<file path="config.mk">
export PLATFORM = sky130hd
export DESIGN_NAME = reg_scoreboard
export DESIGN_NICKNAME = d
export VERILOG_FILES = /design/src/rtl/reg_scoreboard_pkg.sv /design/src/rtl/reg_scoreboard_sb_counter.sv /design/src/rtl/reg_scoreboard.sv
export SDC_FILE = /design/constraint.sdc
export NUM_CORES = 1
export LEC_CHECK = 0
export ABC_AREA = 0
export CORE_UTILIZATION = 57
export CTS_CLUSTER_DIAMETER = 200
export DETAILED_ROUTE_END_ITERATION = 12
export PLACE_DENSITY = 0.76
export SYNTH_ARGS = -nofsm -noshare
export SYNTH_HDL_FRONTEND = slang
export SYNTH_SLANG_ARGS = --single-unit
export TNS_END_PERCENT = 5
</file>
<file path="constraint.sdc">
create_clock -name clk -period 6.9 [get_ports clk]
set_clock_uncertainty 0.1 [all_clocks]
set_input_delay 1.725 -clock clk [delete_from_list [all_inputs] [get_ports clk]]
set_output_delay 1.725 -clock clk [all_outputs]
set_load 0.01 [all_outputs]
</file>
<file path="src/rtl/reg_scoreboard_pkg.sv">
// Shared types and defaults for the register-file hazard scoreboard.
package reg_scoreboard_pkg;

    localparam int SB_NREGS = 32;
    localparam int SB_CNT_W = 2;

    typedef logic [4:0]          reg_idx_t;
    typedef logic [SB_CNT_W-1:0] sb_cnt_t;

    localparam sb_cnt_t SB_CNT_MAX = '1;

endpackage

</file>
<file path="src/rtl/reg_scoreboard_sb_counter.sv">
// Per-register pending-write counter: up/down, clamped at 0 and max,
// synchronous clear, and an error pulse on a release at zero.
module sb_counter #(
    parameter int CNT_W = 2
) (
    input  logic             clk,
    input  logic             rst_n,
    input  logic             inc,
    input  logic             dec,
    input  logic             clr,
    output logic [CNT_W-1:0] cnt,
    output logic             zero,
    output logic             err
);

    localparam logic [CNT_W-1:0] MAX = '1;

    assign zero = (cnt == '0);
    assign err  = dec & zero;

    // inc together with dec cancels out; neither end of the range wraps
    always_ff @(posedge clk or negedge rst_n) begin
        if (!rst_n)                          cnt <= '0;
        else if (clr)                        cnt <= '0;
        else if (inc && !dec && cnt != MAX)  cnt <= cnt + 1'b1;
        else if (dec && !inc && !zero)       cnt <= cnt - 1'b1;
    end

endmodule

</file>
<file path="src/rtl/reg_scoreboard.sv">
// Register-file hazard scoreboard: pending-write count per register, RAW stall.
// Optional macro SCOREBOARD_BYPASS_EN: a source is free in the cycle its last write is released.
module reg_scoreboard
    import reg_scoreboard_pkg::*;
#(
    parameter int NREGS = SB_NREGS,
    parameter int CNT_W = SB_CNT_W
) (
    input  logic       clk,
    input  logic       resetn_i,
    input  logic [4:0] ID_SB_rs1_i,
    input  logic [4:0] ID_SB_rs2_i,
    input  logic [4:0] ID_SB_rd_i,
    input  logic       ID_SB_reserve_i,
    output logic       SB_ID_stall_o,
    input  logic [4:0] WB_SB_rd_i,
    input  logic       WB_SB_access_i,
    input  logic       flush_i,
    output logic       SB_err_o
);

    localparam logic [CNT_W-1:0] CNT_MAX = '1;
    localparam logic [CNT_W-1:0] CNT_ONE = CNT_W'(1);

    logic [NREGS-1:0] busy_v;
    logic [NREGS-1:0] full_v;
    logic [NREGS-1:0] err_v;
    logic             err_q;

    genvar i;
    generate
        for (i = 0; i < NREGS; i++) begin : g_reg
            if (i == 0) begin : g_x0
                assign busy_v[i] = 1'b0;
                assign full_v[i] = 1'b0;
                assign err_v[i]  = 1'b0;
            end else begin : g_cnt
                localparam logic [4:0] IDX = 5'(i);
                logic             inc, dec, rel, zero;
                logic [CNT_W-1:0] cnt;

                assign rel = ~WB_SB_access_i & (WB_SB_rd_i == IDX);
                assign inc = ID_SB_reserve_i & ~SB_ID_stall_o & ~flush_i & (ID_SB_rd_i == IDX);
                assign dec = rel & ~flush_i;

                sb_counter #(.CNT_W(CNT_W)) u_cnt (
                    .clk   (clk),
                    .rst_n (resetn_i),
                    .inc   (inc),
                    .dec   (dec),
                    .clr   (flush_i),
                    .cnt   (cnt),
                    .zero  (zero),
                    .err   (err_v[i])
                );

                assign full_v[i] = (cnt == CNT_MAX);
`ifdef SCOREBOARD_BYPASS_EN
                // write-through register file lets decode read the value being written
                assign busy_v[i] = ~zero & ~(rel & (cnt == CNT_ONE));
`else
                assign busy_v[i] = ~zero;
`endif
            end
        end
    endgenerate

    // full check ignores a same-cycle release of rd on purpose
    assign SB_ID_stall_o = busy_v[ID_SB_rs1_i] | busy_v[ID_SB_rs2_i]
                         | (ID_SB_reserve_i & full_v[ID_SB_rd_i]);

    always_ff @(posedge clk or negedge resetn_i) begin
        if (!resetn_i) err_q <= 1'b0;
        else           err_q <= err_q | (|err_v);
    end

    assign SB_err_o = err_q;

endmodule

</file>
==> summary.txt <==
run metrics: total cells reported by yosys after synthesis 738, Net Sw Power 0.000291 W, number of logic gates 601, mean area per synthesized cell 7.74 um2, tap cells 133, ranking of synthesized cells by instance count 95 x nand2_1, 66 x nor2_1, 63 x dfrtp_1, 62 x nor3_1, 46 x a21oi_1, cell row count 36, area share of the leading cell type in the synthesized netlist 27.6%, instance count of the mapped netlist ~740, share of the core filled with cells a little under two thirds, Static Leak 2.18 nW, 1st-pass router iterations 5, type of element capturing the critical path output port, aggregate global routing overflow 0, largest net degree at the start of global routing around 64, post-route clock period utilization a little over nine tenths, post-placement cell count 865, dominant logic cell type in the layout nand2_1, Vert. Die Dim 102 um, data required time of the worst path a little over 5000 ps, worst min path class reg -> reg, antenna violations before repair 1, cts repair resizes 0, fraction of the core area occupied by cells at floorplan 58.7%, H-tree Lvls 3, share of final layout cell area taken by clock buffers and inverters 3.09%, Cell Int Power 0.000596 W, Adder Share, Synth 0%, post-layout minimum cycle time ~6600 ps, Chip Area, Yosys 5710 um2, Top class by area multi-input combinational cells, top register by number of flip-flops g.g_cnt.u_cnt.cnt, clock-pin slew reported for the worst setup and hold paths after clock tree synthesis 80 ps, critical path arrival 4780 ps, setup slack after placement 398 ps, library cell occupying the most area in the post-synthesis netlist dfrtp_1, fraction of area in multi-input gates between 60% and 70%, worst max-slew margin expressed relative to the limit between 20 and 25%, count of different cell masters after synthesis 84, wire length of the first global-routing pass 33.1 mm, Num CTS Buffers 9, clock latency of the later-clocked register in the worst-skew pair 360 ps, CTS tree built, run status finished clean, biggest area contributors in the synthesized netlist dfrtp_1 28%, nand2_1 6.2%, nor3_1 5.4%, nor2_1 4.3%, a21oi_1 4.0%, total power per unit cell area 143 nW/um2, floorplan core area 9730 um2, clock sinks 63, num sequential 63, Gate Area roughly 3800 um2, Final #Nets 768, post-layout instance count excluding filler cells 881, count of endpoints failing hold in the final timing report 0, detailed-route DRC error count 0, Synthesized Nets ~760, Detailed Place HPWL roughly 16 mm, number of inserted filler cells in the final layout 909, worst r2r path cells 9, power group with the largest share registers, count of routing violations after the opening detailed-route iteration approximately 800, power in the clock group 0.000337 W, number of ordinary inverters in the final layout 22, Setup WS post-layout 298 ps, most numerous cell in the Yosys netlist nand2_1, Plain + repair buffers 46, xor-xnor portion of the synthesized cell area 1.99%, flip-flop count of the largest register after layout 62, fraction of power consumed by combinational cells 20.2%, switching fraction of total power 32.8%, top comb family, area simple AND/OR/NAND/NOR gates, Area growth, synth to finish 8.44%, number of failing setup endpoints in the final timing report 0, post-synthesis cell area 5710 um2, number of max-slew violations in the final report 0, sequential power share 41.8%, register area 1580 um2, Syn. warnings 0, share of layout cells above drive strength 1 9.89%, gp weighted congestion 1.05, startpoint types input pin, share of cell area taken by flip-flops and latches 25.5%, actual slew at the worst max-slew pin between 1000 and 1500 ps, number of flops mapped to enable cells by yosys 0, power share of the clock group 38.0%, number of global-route vias before repair ~5900, synthesized flop and latch total 63, most common flop cell mapped by yosys dfrtp_1
[worst max-delay path, cell delays in order]
cell             delay [ps]
clkdlybuf4s50_1         760
and2b_2                 380
a22o_1                  220
a2111oi_0               520
o31ai_1                 200
nand4_4                 110
nor2_2                   50
inv_1                   220
clkdlybuf4s50_1         590
[path summary, 6_finish.rpt]
check | start | to | slack (ps)
worst max-delay path | ID_SB_rd_i[1] | SB_ID_stall_o | 300
worst min-delay path | g_reg[18].g_cnt.u_cnt.cnt[0]$_DFFE_PN0P_ | g_reg[18].g_cnt.u_cnt.cnt[0]$_DFFE_PN0P_ | 460
worst max register to register | g_reg[11].g_cnt.u_cnt.cnt[0]$_DFFE_PN0P_ | g_reg[31].g_cnt.u_cnt.cnt[0]$_DFFE_PN0P_ | 3470
worst min register to register | g_reg[18].g_cnt.u_cnt.cnt[0]$_DFFE_PN0P_ | g_reg[18].g_cnt.u_cnt.cnt[0]$_DFFE_PN0P_ | 460
max in group asynchronous | resetn_i | g_reg[16].g_cnt.u_cnt.cnt[0]$_DFFE_PN0P_ | 4660
min in group asynchronous | resetn_i | g_reg[15].g_cnt.u_cnt.cnt[1]$_DFFE_PN0P_ | 1450
[routing by layer]
| layer | vias up | track usage [%] | routed length (um) |
|---|---|---|---|
| li1 | 2837 | - | - |
| met1 | 3066 | 57.6 | 8260 |
| met2 | 530 | 66.9 | 9900 |
| met3 | 82 | 10.4 | 2850 |
| met4 | 0 | 18.6 | 958 |
| met5 | - | 0 | 0 |
[per-stage QoR]
stage               hold WS (ps)  total power (W)  instance area [um2]
floorplan                    400         0.000488                 5710
global placement             426         0.000546                 6000
detailed placement           443         0.000550                 6000
CTS                          452         0.000881                 6190
global route                 474         0.000909                 6190
finish                       458         0.000888                 6190
==> images/io_placement.png <==
Scale: 3 px per um. Pins as bars across the die edge, other pins in grey.
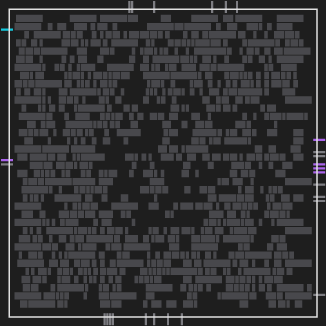
cyan -> `clk`  # pins 1, direction input, edge left
purple -> `ID_SB_rd_i`  # pins 5, direction input, edge 4 right, 1 left

==> images/io_fan.png <==
Scale: 4 px per um.
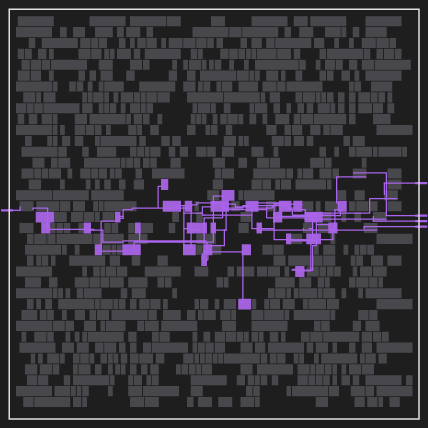
purple -> `ID_SB_rd_i`  # bits 5, direction input, edge 4 right, 1 left, end cells 33, buffers 7, wire 634 um
I/O pin total: 27
# port buffers: 26

==> images/wires.png <==
Scale: 4 px per um.
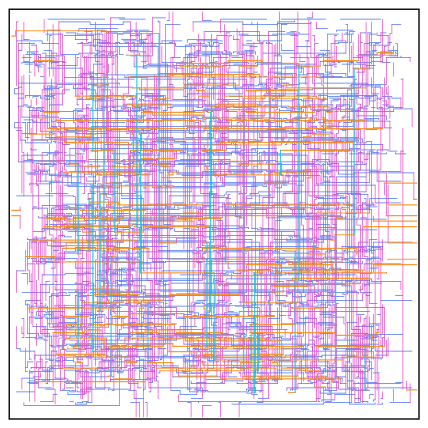
orange -> metal 3  # wire length 2850 um
cyan -> metal 4  # wire length 959 um
blue -> metal 1  # wire length 8260 um
magenta -> metal 2  # wire length 9900 um
wire length after detailed routing: 22.0 mm
Tot GR Track Use: 43.2%
routed len/inst: 24.9 um
vias after detailed routing: 6515

==> images/layer_met2.png <==
Scale: 3 px per um.
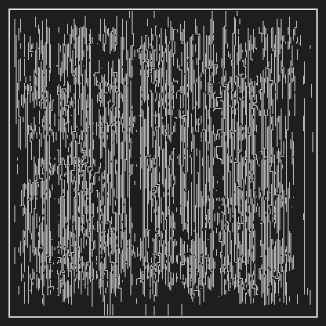
wire length on this layer = 9900 um
main direction = vertical
longest straight run = 65.3 um

Power figures rest on the tool's default switching activity, not on a simulated workload.
